**src/rtl/pulse_stretcher_pkg.sv**
```systemverilog
// -----------------------------------------------------------------------------
// pulse_stretcher_pkg
// Shared definitions for the pulse stretcher and related pulse blocks:
//   - state_t       : two-state FSM encoding (S_IDLE=1'b0, S_HOLD=1'b1)
//   - CNT_REG_W     : width of the window down-counter
//   - MAX_STRETCH   : largest window length the down-counter can hold
//   - stretchLenLegal(len) : 1 when a window length fits the down-counter
// -----------------------------------------------------------------------------
package pulse_stretcher_pkg;

  typedef enum logic {
    S_IDLE = 1'b0,
    S_HOLD = 1'b1
  } state_t;

  localparam int CNT_REG_W   = 8;
  localparam int MAX_STRETCH = (1 << CNT_REG_W) - 1;

  // Window length must be at least one cycle and fit the 8-bit down-counter.
  function automatic bit stretchLenLegal(input int len);
    return (len >= 1) && (len <= MAX_STRETCH);
  endfunction

endpackage

```
**src/rtl/pulse_stretcher_sat_counter.sv**
```systemverilog
// -----------------------------------------------------------------------------
// sat_counter
// Saturating up-counter: counts enabled cycles and holds at all-ones instead of
// wrapping. Reusable by any pulse block that needs an event tally.
// Ports:
//   i_clk  in  1  rising-edge clock
//   i_rst  in  1  asynchronous, active-high reset (clears the count)
//   i_inc  in  1  count enable for this cycle
//   o_q    out W  current count, saturates at 2^W-1
// -----------------------------------------------------------------------------
module sat_counter #(
  parameter int W = 8
) (
  input  logic         i_clk,
  input  logic         i_rst,
  input  logic         i_inc,
  output logic [W-1:0] o_q
);

  logic [W-1:0] r_q;

  always_ff @(posedge i_clk or posedge i_rst) begin
    if (i_rst) begin
      r_q <= '0;
    end else if (i_inc && (r_q != {W{1'b1}})) begin
      r_q <= r_q + 1'b1;
    end
  end

  assign o_q = r_q;

endmodule

```
**src/rtl/pulse_stretcher.sv**
```systemverilog
// -----------------------------------------------------------------------------
// pulse_stretcher
// Receive-side companion of the edge pulse generator. Turns single-cycle pulses
// into a toggled level, a stretched window, an overrun flag and a saturating
// pulse count. All outputs come straight from flops.
// Parameters:
//   STRETCH_LEN  window length in cycles per accepted pulse (1..255)
//   CNT_W        width of o_pulse_count
//   RETRIGGER    1: pulse inside the window restarts it; 0: it is flagged overrun
// Ports:
//   i_clk          in  1      rising-edge clock
//   i_rst          in  1      asynchronous, active-high reset
//   i_pulse        in  1      input pulse, sampled every rising edge
//   o_level        out 1      toggles on every sampled pulse
//   o_stretched    out 1      high while the window is open
//   o_busy         out 1      same as o_stretched (FSM in HOLD)
//   o_overrun      out 1      one-cycle flag: pulse dropped inside the window
//   o_pulse_count  out CNT_W  sampled pulses, saturating
// -----------------------------------------------------------------------------
module pulse_stretcher
  import pulse_stretcher_pkg::*;
#(
  parameter int STRETCH_LEN = 4,
  parameter int CNT_W       = 8,
  parameter bit RETRIGGER   = 1'b0
) (
  input  logic             i_clk,
  input  logic             i_rst,
  input  logic             i_pulse,
  output logic             o_level,
  output logic             o_stretched,
  output logic             o_busy,
  output logic             o_overrun,
  output logic [CNT_W-1:0] o_pulse_count
);

  // Reject window lengths the 8-bit down-counter cannot represent.
  if (!stretchLenLegal(STRETCH_LEN)) begin : g_badStretchLen
    $error("pulse_stretcher: STRETCH_LEN=%0d outside 1..%0d", STRETCH_LEN, MAX_STRETCH);
  end

  localparam logic [CNT_REG_W-1:0] RELOAD = CNT_REG_W'(STRETCH_LEN - 1);

  state_t               r_state;
  logic [CNT_REG_W-1:0] r_cnt;
  logic                 r_overrun;
  logic                 r_level;
  logic [CNT_W-1:0]     w_count;

  // r_cnt holds the number of window cycles still to come after this one, so
  // cnt==0 in HOLD marks the last window cycle. A pulse there is a fresh
  // back-to-back accept rather than an overrun.
  always_ff @(posedge i_clk or posedge i_rst) begin
    if (i_rst) begin
      r_state   <= S_IDLE;
      r_cnt     <= '0;
      r_overrun <= 1'b0;
    end else begin
      r_overrun <= 1'b0;
      case (r_state)
        S_IDLE: begin
          if (i_pulse) begin
            r_state <= S_HOLD;
            r_cnt   <= RELOAD;
          end
        end
        S_HOLD: begin
          if (r_cnt != '0) begin
            if (i_pulse && RETRIGGER) begin
              r_cnt <= RELOAD;
            end else begin
              r_cnt <= r_cnt - 1'b1;
              if (i_pulse) begin
                r_overrun <= 1'b1;
              end
            end
          end else if (i_pulse) begin
            r_cnt <= RELOAD;
          end else begin
            r_state <= S_IDLE;
          end
        end
        default: begin
          r_state <= S_IDLE;
          r_cnt   <= '0;
        end
      endcase
    end
  end

  // Level flips on every sampled pulse, whether or not the window accepted it.
  always_ff @(posedge i_clk or posedge i_rst) begin
    if (i_rst) begin
      r_level <= 1'b0;
    end else if (i_pulse) begin
      r_level <= ~r_level;
    end
  end

  sat_counter #(
    .W (CNT_W)
  ) u_pulseCount (
    .i_clk (i_clk),
    .i_rst (i_rst),
    .i_inc (i_pulse),
    .o_q   (w_count)
  );

  // Window outputs decode the state flop directly, so they stay registered.
  assign o_stretched   = (r_state == S_HOLD);
  assign o_busy        = (r_state == S_HOLD);
  assign o_overrun     = r_overrun;
  assign o_level       = r_level;
  assign o_pulse_count = w_count;

endmodule
```
**config.mk**
```make
export PLATFORM = sky130hd
export DESIGN_NAME = pulse_stretcher
export DESIGN_NICKNAME = d
export VERILOG_FILES = /design/src/rtl/pulse_stretcher_pkg.sv /design/src/rtl/pulse_stretcher_sat_counter.sv /design/src/rtl/pulse_stretcher.sv
export SDC_FILE = /design/constraint.sdc
export NUM_CORES = 1
export LEC_CHECK = 0
export ABC_AREA = 1
export CELL_PAD_IN_SITES_DETAIL_PLACEMENT = 0
export CELL_PAD_IN_SITES_GLOBAL_PLACEMENT = 1
export CORE_MARGIN = 4
export CORE_UTILIZATION = 35
export DETAILED_ROUTE_END_ITERATION = 10
export GPL_TIMING_DRIVEN = 0
export PLACE_DENSITY = 0.85
export SETUP_SLACK_MARGIN = 0.2
export SLEW_MARGIN = 0
export SYNTH_ARGS = -nofsm -noshare
export SYNTH_HDL_FRONTEND = slang
export SYNTH_HIERARCHICAL = 1
export SYNTH_SLANG_ARGS = --single-unit
```
**constraint.sdc**
```tcl
create_clock -name i_clk -period 1.1 [get_ports i_clk]
set_input_delay 0.165 -clock i_clk [delete_from_list [all_inputs] [get_ports i_clk]]
set_output_delay 0.165 -clock i_clk [all_outputs]
set_load 0.01 [all_outputs]
```
Fig. 1: sizing map
Scale bar: 20 um.
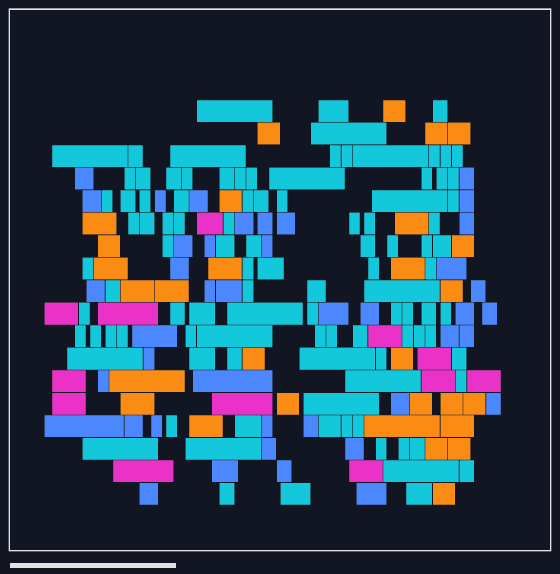
| color | size | cells |
|---|---|---|
| blue | _2 cells | 42 |
| magenta | _6 and larger | 12 |
| orange | _3 and _4 cells | 29 |
| cyan | _0 and _1 cells | 102 |

Fig. 2: close-up of the layout
Region (18, 18) to (48, 48) um. Cells in gray, sequential cells in the stronger gray; small squares are vias.
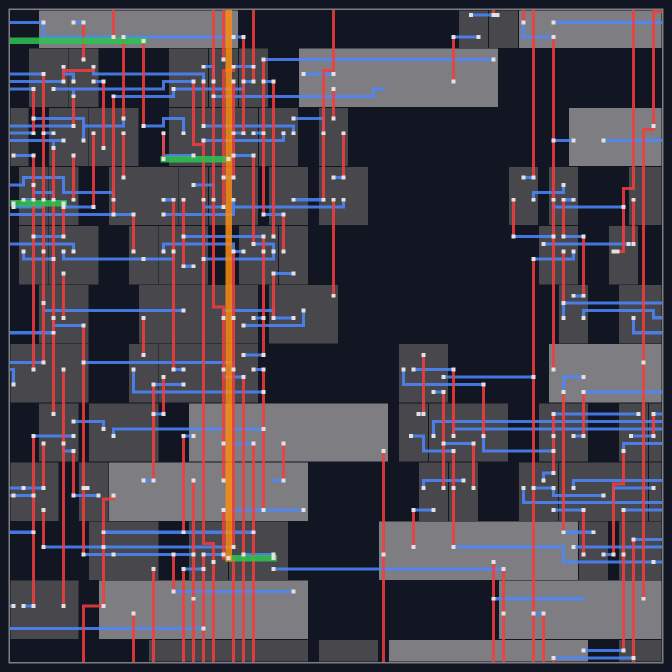
| color | layer |
|---|---|
| orange | metal 4 |
| blue | metal 1 |
| green | metal 3 |
| red | metal 2 |
sequential cells in the window: 9
cells with their middle in the window: 66
most frequent: nand2_1 (14), nand3_1 (8), dfrtp_1 (8)
netlist names of flops here include: r_cnt (4), u_pulseCount/o_q (4)

Fig. 3: clock nets
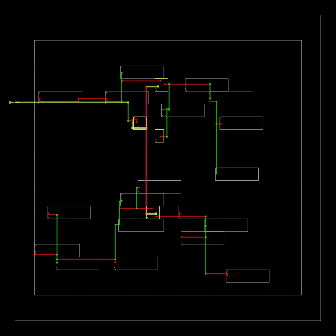
Clk power: 0.000359 W
CTS Buf Count: 3

==> results.yml <==
# generated from flow reports
sta:
  holdWs_ps: 118
  fin_worst_skew_ps: 5.45
  rsz0062_at_grt: "true"
  fmax_mhz: 779
  drv_slew: 0
  period_minus_slack_ps: 1280
  setup_viol: 21
  worst_slew_pin_slew_ps: 440
  finalClockPeriodUsage: 1.17
  finalHoldViolCount: 0
  slew-limit-headroom: 0.706
  setup_ws_ps: -184
critical_path:
  required_ps: 1300
  crit_path_max_fanout: 5
  cp_num_buf_inv: 2
  arrival_ps: 1490
  critPathTopFamily: "flip-flops"
  path_class: "register to register"
  cp_cell_sequence: "buf_6, ha_4, nand2_4, nor2_4, nand2_4, buf_6, nand3_2, nand2_1, nand2_1"
  worst_path_largest_cell_delay_ps: 420
  cp_slowest_cell: "dfrtp_1"
  startpoint_type: "register"
  worst_setup_path_end_kind: "register"
power_and_ir_drop:
  intPower_w: 0.00135
  p_clk_frac: 0.177
  power_sequential_w: 0.000854
  p_sw_w: 0.000676
  p_per_area_nw_per_um2: 1250
  power_leader: "registers"
  combPwrFrac: 0.402
  p_seq_frac: 0.421
  p_sw_frac: 0.333
  comb_power_w: 0.000816
  leakagePower_nw: 0.829
  ir_drop_v: 0.000561
cells_and_area:
  final_common_cell: "nand2_1"
  nets: 192
  finalNonFillerCells: 229
  syn2layout_area_growth_pct: 40.9
  num-fill-cells: 318
  most-common-layout-cells: "nand2_1 (34), dfrtp_1 (17), inv_1 (15), nand3_1 (14), buf_4 (14)"
  antenna_cells: 0
  comb_area_um2: 656
  drive_gt1_frac: 0.449
  seq_area_um2: 478
logic_synthesis:
  syn_inst: 148
  synth_cell_types: 24
  synth-edff-count: 0
  ys.flops: 19
  ys_seq_share: 0.414
  synthArstFlopShare: 1.00
  top_area_frac: 0.414
  yosysTopAreaCell: "dfrtp_1"
  yosys_cells: 148
  fp_nets: 154
  netlist_area_um2: 1150
  yosysWarnings: 6
  syn_area_per_cell_um2: 7.75
  yosysChipArea_um2: 1150
  flop_cell: "dfrtp_1"
  area_leaders: "dfrtp_1 (41%), nand2_1 (14%), nand3_1 (6.5%), inv_1 (5.6%), ha_1 (3.3%)"
  most_common_cell: "nand2_1"
  ys_top_cells_by_count: "nand2_1 (43), dfrtp_1 (19), inv_1 (17)"
job:
  drv_cap: 0
  warnings: 30
outcome:
  violations: "negative setup slack"
  status: "finished with violations"
global_routing:
  gr-total-overflow: 0
  grt_util_met2: 0.240
  grt_pass1_wl_um: 4280
  grt_max_degree: 12
  antenna_found_initial: 0
  met3_usage: 0.0222
  grt_pass1_vias: 1010
  track_usage: 0.126
  grt.busiest_layer: "met2"
  met1_usage: 0.143
die:
  rows: 20
  fp_util: 0.370
  die_y_um: 65.3
  core_area_um2: 3100
  die_x_um: 65.3
  io_pins: 15
  dieArea_um2: 4260
clock_tree:
  cts_sinks: 19
  clock_latency_ps: 300
  cts_resized: 58
  post_cts_buffers: 14
  htreeDepth: 1
  clk_transition_reported_paths_ps: 110
  clockBufferDepth: 2
  cts_tree: "yes"
  ctsHoldBuffers: 0
  clock-root-buffer: "clkbuf_4"
placement:
  place_inst: 206
  place_ws_ps: -429
  dp_hpwl_um: 1660
  gp_congestion: 0.824
  port_buffers: 14
drt:
  m1WireLength_um: 1070
  totalWireLength_um: 2630
  ant_nets: 0
  routed-wl-met2_um: 1440
  wire_per_inst_um: 11.5
  drtPass1Iterations: 4
  vias_per_cell: 4.58
  wl_met3_um: 92
  drcViolationCount: 0
  highest-signal-layer: "met4"
  drt_iter0_markers: 48
  num_vias: 1049
worst_hold_path:
  min_path_type: "input port to async pin"
Fig. 4: I/O nets highlighted
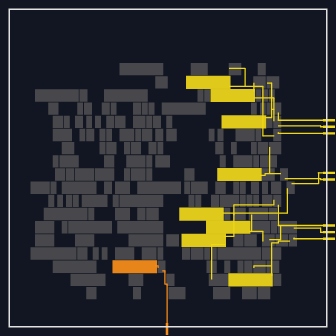
| color | port | bits | direction | edge | end cells | buffers | wire |
|---|---|---|---|---|---|---|---|
| yellow | o_pulse_count | 8 | output | right | 8 | 9 | 206 um |
| orange | o_overrun | 1 | output | bottom | 1 | 1 | 12.8 um |

Fig. 5: wiring by layer
Scale bar: 20 um.
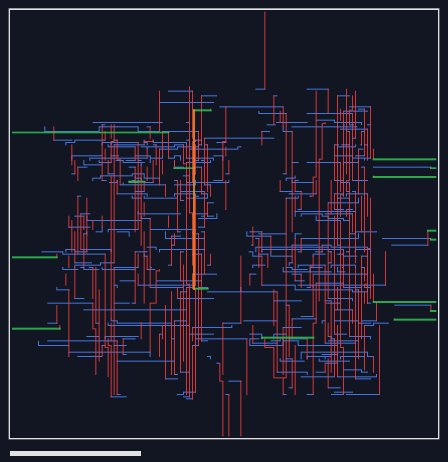
| color | layer | wire length |
|---|---|---|
| orange | metal 4 | 27.2 um |
| green | metal 3 | 92.9 um |
| red | metal 2 | 1440 um |
| blue | metal 1 | 1070 um |

-- layout make-up --
type / count / share of cell area
Buffer: 3 / 0.0170
Clock buffer: 3 / 0.0139
Clock inverter: 1 / 0.00310
Inverter: 24 / 0.0588
Multi-Input combinational cell: 102 / 0.406
Sequential cell: 19 / 0.296
Tap cell: 44 / 0.0341
Timing Repair Buffer: 33 / 0.172
-- final timing paths --
check                           cells past startpoint                       startpoint                               to  slack (ps)
worst max-delay path                                9  u_pulseCount/o_q[0]$_DFFE_PP0P_  u_pulseCount/o_q[7]$_DFFE_PP0P_        -180
worst min-delay path                                2                            i_rst  u_pulseCount/o_q[1]$_DFFE_PP0P_         120
worst max register to register                      9  u_pulseCount/o_q[0]$_DFFE_PP0P_  u_pulseCount/o_q[7]$_DFFE_PP0P_        -180
worst min register to register                      2               r_cnt[0]$_DFF_PP0_               r_cnt[0]$_DFF_PP0_         520
max in group asynchronous                           2                            i_rst                 o_busy$_DFF_PP0_         600
min in group i_clk                                  2                          i_pulse              o_level$_DFFE_PP0P_         510
-- logic make-up (layout without fill, tap and decap cells) --
kind of cell / Yosys count / in the layout / synth area share
AND-OR/OR-AND: 6 / 6 / 0.0262
XOR/XNOR: 5 / 5 / 0.0382
adder cells (fa/ha/maj): 3 / 3 / 0.0327
buffers and inverters: 27 / 64 / 0.0992
flip-flops: 19 / 19 / 0.414
AND/OR/NAND/NOR: 88 / 88 / 0.389
-- through the flow --
stage,total power (W),cell area (um2),utilization,setup TNS (ps)
after floorplan,0.00117,1160,-,-938
after global routing,0.00218,1620,0.521,-3960
after global placement,0.00141,1360,0.438,-2990
final,0.00203,1620,0.521,-2640
after CTS,0.00195,1510,0.486,-2020
after detailed placement,0.00143,1360,0.438,-3280
Power and IR drop assume default switching activity.
